==> images/placement.png <==
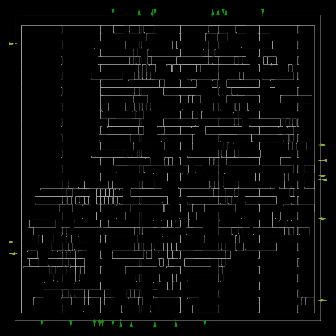
==> images/power_grid.png <==
Bar = 20 um. Pins as bars on the die edge. Tap cells in grey.
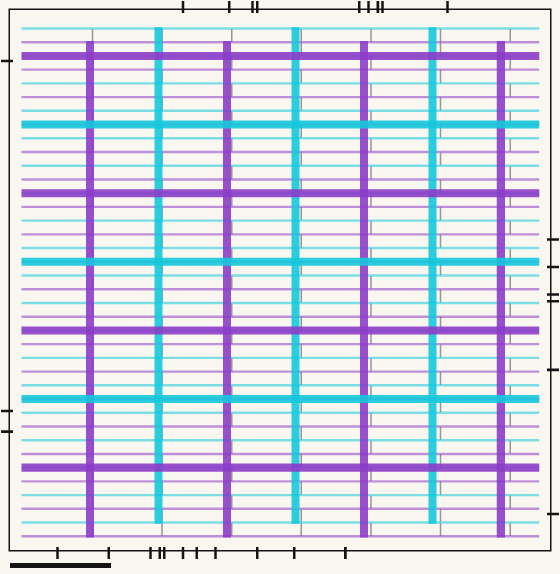
<file path="src/rtl/parity_fifo_pkg.sv">
// Shared widths and types for parity_fifo and its storage.
package fifo_package;

    localparam int DATA_WIDTH = 8;
    localparam int FIFO_DEPTH = 8;

    typedef logic [DATA_WIDTH-1:0] data_t;
    typedef logic [$clog2(FIFO_DEPTH)-1:0] ptr_t;
    typedef logic [$clog2(FIFO_DEPTH+1)-1:0] cnt_t;

endpackage

</file>
<file path="src/rtl/parity_fifo_mem.sv">
// fifo_mem: register array with one synchronous write port and one
// asynchronous read port; contents are never reset.
module fifo_mem #(
    parameter int WIDTH = 8,
    parameter int DEPTH = 8,
    parameter int AW    = $clog2(DEPTH)
) (
    input  logic             clk,
    input  logic             we,
    input  logic [AW-1:0]    waddr,
    input  logic [WIDTH-1:0] wdata,
    input  logic [AW-1:0]    raddr,
    output logic [WIDTH-1:0] rdata
);

    logic [WIDTH-1:0] mem_q [DEPTH];

    always_ff @(posedge clk) begin
        if (we) begin
            mem_q[waddr] <= wdata;
        end
    end

    assign rdata = mem_q[raddr];

endmodule

</file>
<file path="src/rtl/parity_fifo.sv">
// parity_fifo: first-word-fall-through FIFO in front of parity_check.
// Define PARITY_FIFO_PARITY_EN to store an even-parity bit with each word.
module parity_fifo
    import fifo_package::*;
#(
    parameter int DATA_WIDTH = fifo_package::DATA_WIDTH,
    parameter int DEPTH      = FIFO_DEPTH
) (
    input  logic                         clk,
    input  logic                         rst,
    input  logic [DATA_WIDTH-1:0]        data_i,
    input  logic                         valid_i,
    output logic                         grant_o,
    output logic [DATA_WIDTH-1:0]        data_o,
    output logic                         parity_o,
    output logic                         valid_o,
    input  logic                         grant_i,
    output logic [$clog2(DEPTH+1)-1:0]   count_o,
    output logic                         full_o,
    output logic                         empty_o
);

    localparam int PW = $clog2(DEPTH);
    localparam int CW = $clog2(DEPTH+1);
`ifdef PARITY_FIFO_PARITY_EN
    localparam int EW = DATA_WIDTH + 1;
`else
    localparam int EW = DATA_WIDTH;
`endif

    logic [PW-1:0] wr_ptr_q, wr_ptr_d;
    logic [PW-1:0] rd_ptr_q, rd_ptr_d;
    logic [CW-1:0] count_q, count_d;
    logic          push, pop;
    logic [EW-1:0] wdata, rdata;

    function automatic logic [PW-1:0] ptr_inc(input logic [PW-1:0] p);
        return (p == PW'(DEPTH - 1)) ? '0 : p + 1'b1;
    endfunction

    // Status decodes only from the count register: no input-to-output path.
    assign full_o  = (count_q == CW'(DEPTH));
    assign empty_o = (count_q == '0);
    assign grant_o = !full_o;
    assign valid_o = !empty_o;
    assign count_o = count_q;

    assign push = valid_i && grant_o;
    assign pop  = valid_o && grant_i;

    always_comb begin
        wr_ptr_d = wr_ptr_q;
        rd_ptr_d = rd_ptr_q;
        count_d  = count_q;
        if (push) begin
            wr_ptr_d = ptr_inc(wr_ptr_q);
        end
        if (pop) begin
            rd_ptr_d = ptr_inc(rd_ptr_q);
        end
        unique case ({push, pop})
            2'b10:   count_d = count_q + 1'b1;
            2'b01:   count_d = count_q - 1'b1;
            default: count_d = count_q;
        endcase
    end

    always_ff @(posedge clk or posedge rst) begin
        if (rst) begin
            wr_ptr_q <= '0;
            rd_ptr_q <= '0;
            count_q  <= '0;
        end else begin
            wr_ptr_q <= wr_ptr_d;
            rd_ptr_q <= rd_ptr_d;
            count_q  <= count_d;
        end
    end

`ifdef PARITY_FIFO_PARITY_EN
    assign wdata    = {^data_i, data_i};
    assign parity_o = valid_o & rdata[DATA_WIDTH];
`else
    assign wdata    = data_i;
    assign parity_o = 1'b0;
`endif

    assign data_o = valid_o ? rdata[DATA_WIDTH-1:0] : '0;

    fifo_mem #(
        .WIDTH (EW),
        .DEPTH (DEPTH),
        .AW    (PW)
    ) u_mem (
        .clk   (clk),
        .we    (push),
        .waddr (wr_ptr_q),
        .wdata (wdata),
        .raddr (rd_ptr_q),
        .rdata (rdata)
    );

endmodule

</file>
<file path="config.mk">
export PLATFORM = sky130hd
export DESIGN_NAME = parity_fifo
export DESIGN_NICKNAME = d
export VERILOG_FILES = /design/src/rtl/parity_fifo_pkg.sv /design/src/rtl/parity_fifo_mem.sv /design/src/rtl/parity_fifo.sv
export SDC_FILE = /design/constraint.sdc
export NUM_CORES = 1
export LEC_CHECK = 0
export ABC_AREA = 1
export CAP_MARGIN = 30
export CORE_MARGIN = 2
export CORE_UTILIZATION = 30
export DETAILED_ROUTE_END_ITERATION = 10
export GPL_TIMING_DRIVEN = 0
export PLACE_DENSITY = 0.46
export SYNTH_ARGS = -nofsm -noshare
export SYNTH_HDL_FRONTEND = slang
export SYNTH_SLANG_ARGS = --single-unit
</file>
<file path="constraint.sdc">
create_clock -name clk -period 4.8 [get_ports clk]
set_input_delay 0.96 -clock clk [delete_from_list [all_inputs] [get_ports clk]]
set_output_delay 0.96 -clock clk [all_outputs]
set_load 0.005 [all_outputs]
</file>
==> results.yml <==
# generated from flow reports
die:
  die_h_um: 107
yosys:
  yosysSeqAreaShare_pct: 68.2
  syn_area_um2: 3180
  ys.flop_type: "edfxtp_1"
  syn_avg_cell_area_um2: 11.5
  ys_area_um2: 3180
  post-synth-top-count-cell: "nor2_1"
  fp_nets: 297
  yosysWarningCount: 0
  syn_inst: 278
  ys_ff: 74
  edf_count: 64
  top_cell_area_share_pct: 60.4
  synthArstFlopShare_pct: 13.5
  synthTopCellsByCount: "68 x nor2_1, 64 x edfxtp_1, 35 x o21ai_0"
global_route:
  gr-total-overflow: 0
  grt_pass1_wl_um: 12100
  antenna_found_initial: 0
  grt_pass1_vias: 2229
cells_and_area:
  area_growth_syn_to_layout_pct: 21.6
  final-clk-cell-share_pct: 5.82
  seq_area_um2: 2170
  layout_top_cell: "nor2_1"
  bufAreaShareNonClock_pct: 9.69
  finalNetCount: 337
  comb_cells: 175
  nClkBuffers: 9
power_and_ir_drop:
  p_clk_share_pct: 22.4
  switching_power_mw: 0.885
  power_report.internal_total_mw: 1.54
status:
  status: "completed"
clock_network:
  worst_skew_pair.late_latency_ns: 0.35
  numCtsBuffers: 9
  cts.repair.resized: 0
routing:
  vias: 2116
  dr.pass1.iters: 4
timing:
  relSlewSlack_pct: 35.8
  hold_violations: 0
run:
  openroad.warnings: 27
  cap_viol_max_count: 0
worst_setup_path:
  critical_path_class: "flip-flop to output pin"
  critPathMaxFanout: 10
place:
  numPortBuffers: 27
Notes on placement.png above:
Core ar.: 10300 um2
fin util: 37.5%
seq_cells: 74

Notes on power_grid.png above:
net	colour
VDD	cyan
VSS	purple
tap cells	136
met1 rails	38
rows	37
met5 straps	7

routing by layer:
metal / wire length [um] / vias to the layer above / GRT usage, %
li1: - / 1048 / -
met1: 3530 / 1013 / 18.2
met2: 3770 / 46 / 24.1
met3: 314 / 9 / 4.38
met4: 132 / 0 / 5.47
met5: 0 / - / 0
state kept, by name, summed over array words and instances, names as in the netlist:
name and count:
u_mem.mem_q 64, wr_ptr_q 3, rd_ptr_q 3, count_o 4
cells by family after synthesis:
group,share of synthesized area (%)
other,0.118
adder cells (fa/ha/maj),2.75
XOR/XNOR,0.825
flip-flops,68.2
AND-OR/OR-AND,10.1
buffers and inverters,4.72
AND/OR/NAND/NOR,13.3
worst max-delay path: stages, from the launching register on:
cell             delay [ns]
dfrtp_1                0.36
clkbuf_2               0.25
clkbuf_1               0.58
nor2_1                 0.11
nor2_1                 0.17
clkdlybuf4s50_1        0.52
power by group through the flow:
stage	Clock (mW)	Sequential (mW)	Combinational [mW]
floorplan	0	0.893	0.571
global placement	0	0.909	0.988
detailed placement	0	0.910	1.00
CTS	0.559	0.896	1.01
global route	0.582	0.908	1.12
finish	0.544	0.896	0.988
worst paths after layout:
kind	startpoint	end	slack (ns)	depth (start not counted)
hold / removal	count_o[2]	count_o[2]	0.58	2
setup reg to reg	count_o[2]	count_o[2]	2.58	12
min in group asynchronous	rst	count_o[3]	0.89	2
max in group asynchronous	rst	wr_ptr_q[2]	3.62	2
setup / recovery	rd_ptr_q[2]	data_o[7]	1.50	5
hold reg to reg	count_o[2]	count_o[2]	0.58	2
per-stage QoR:
| step | cell area [um2] | hold WS, ns |
|---|---|---|
| floorplan | 3180 | 0.531 |
| global placement | 3620 | 0.559 |
| global route | 3870 | 0.623 |
| CTS | 3870 | 0.590 |
| detailed placement | 3650 | 0.566 |
| finish | 3870 | 0.578 |
Power figures rest on the tool's default switching activity, not on a simulated workload.
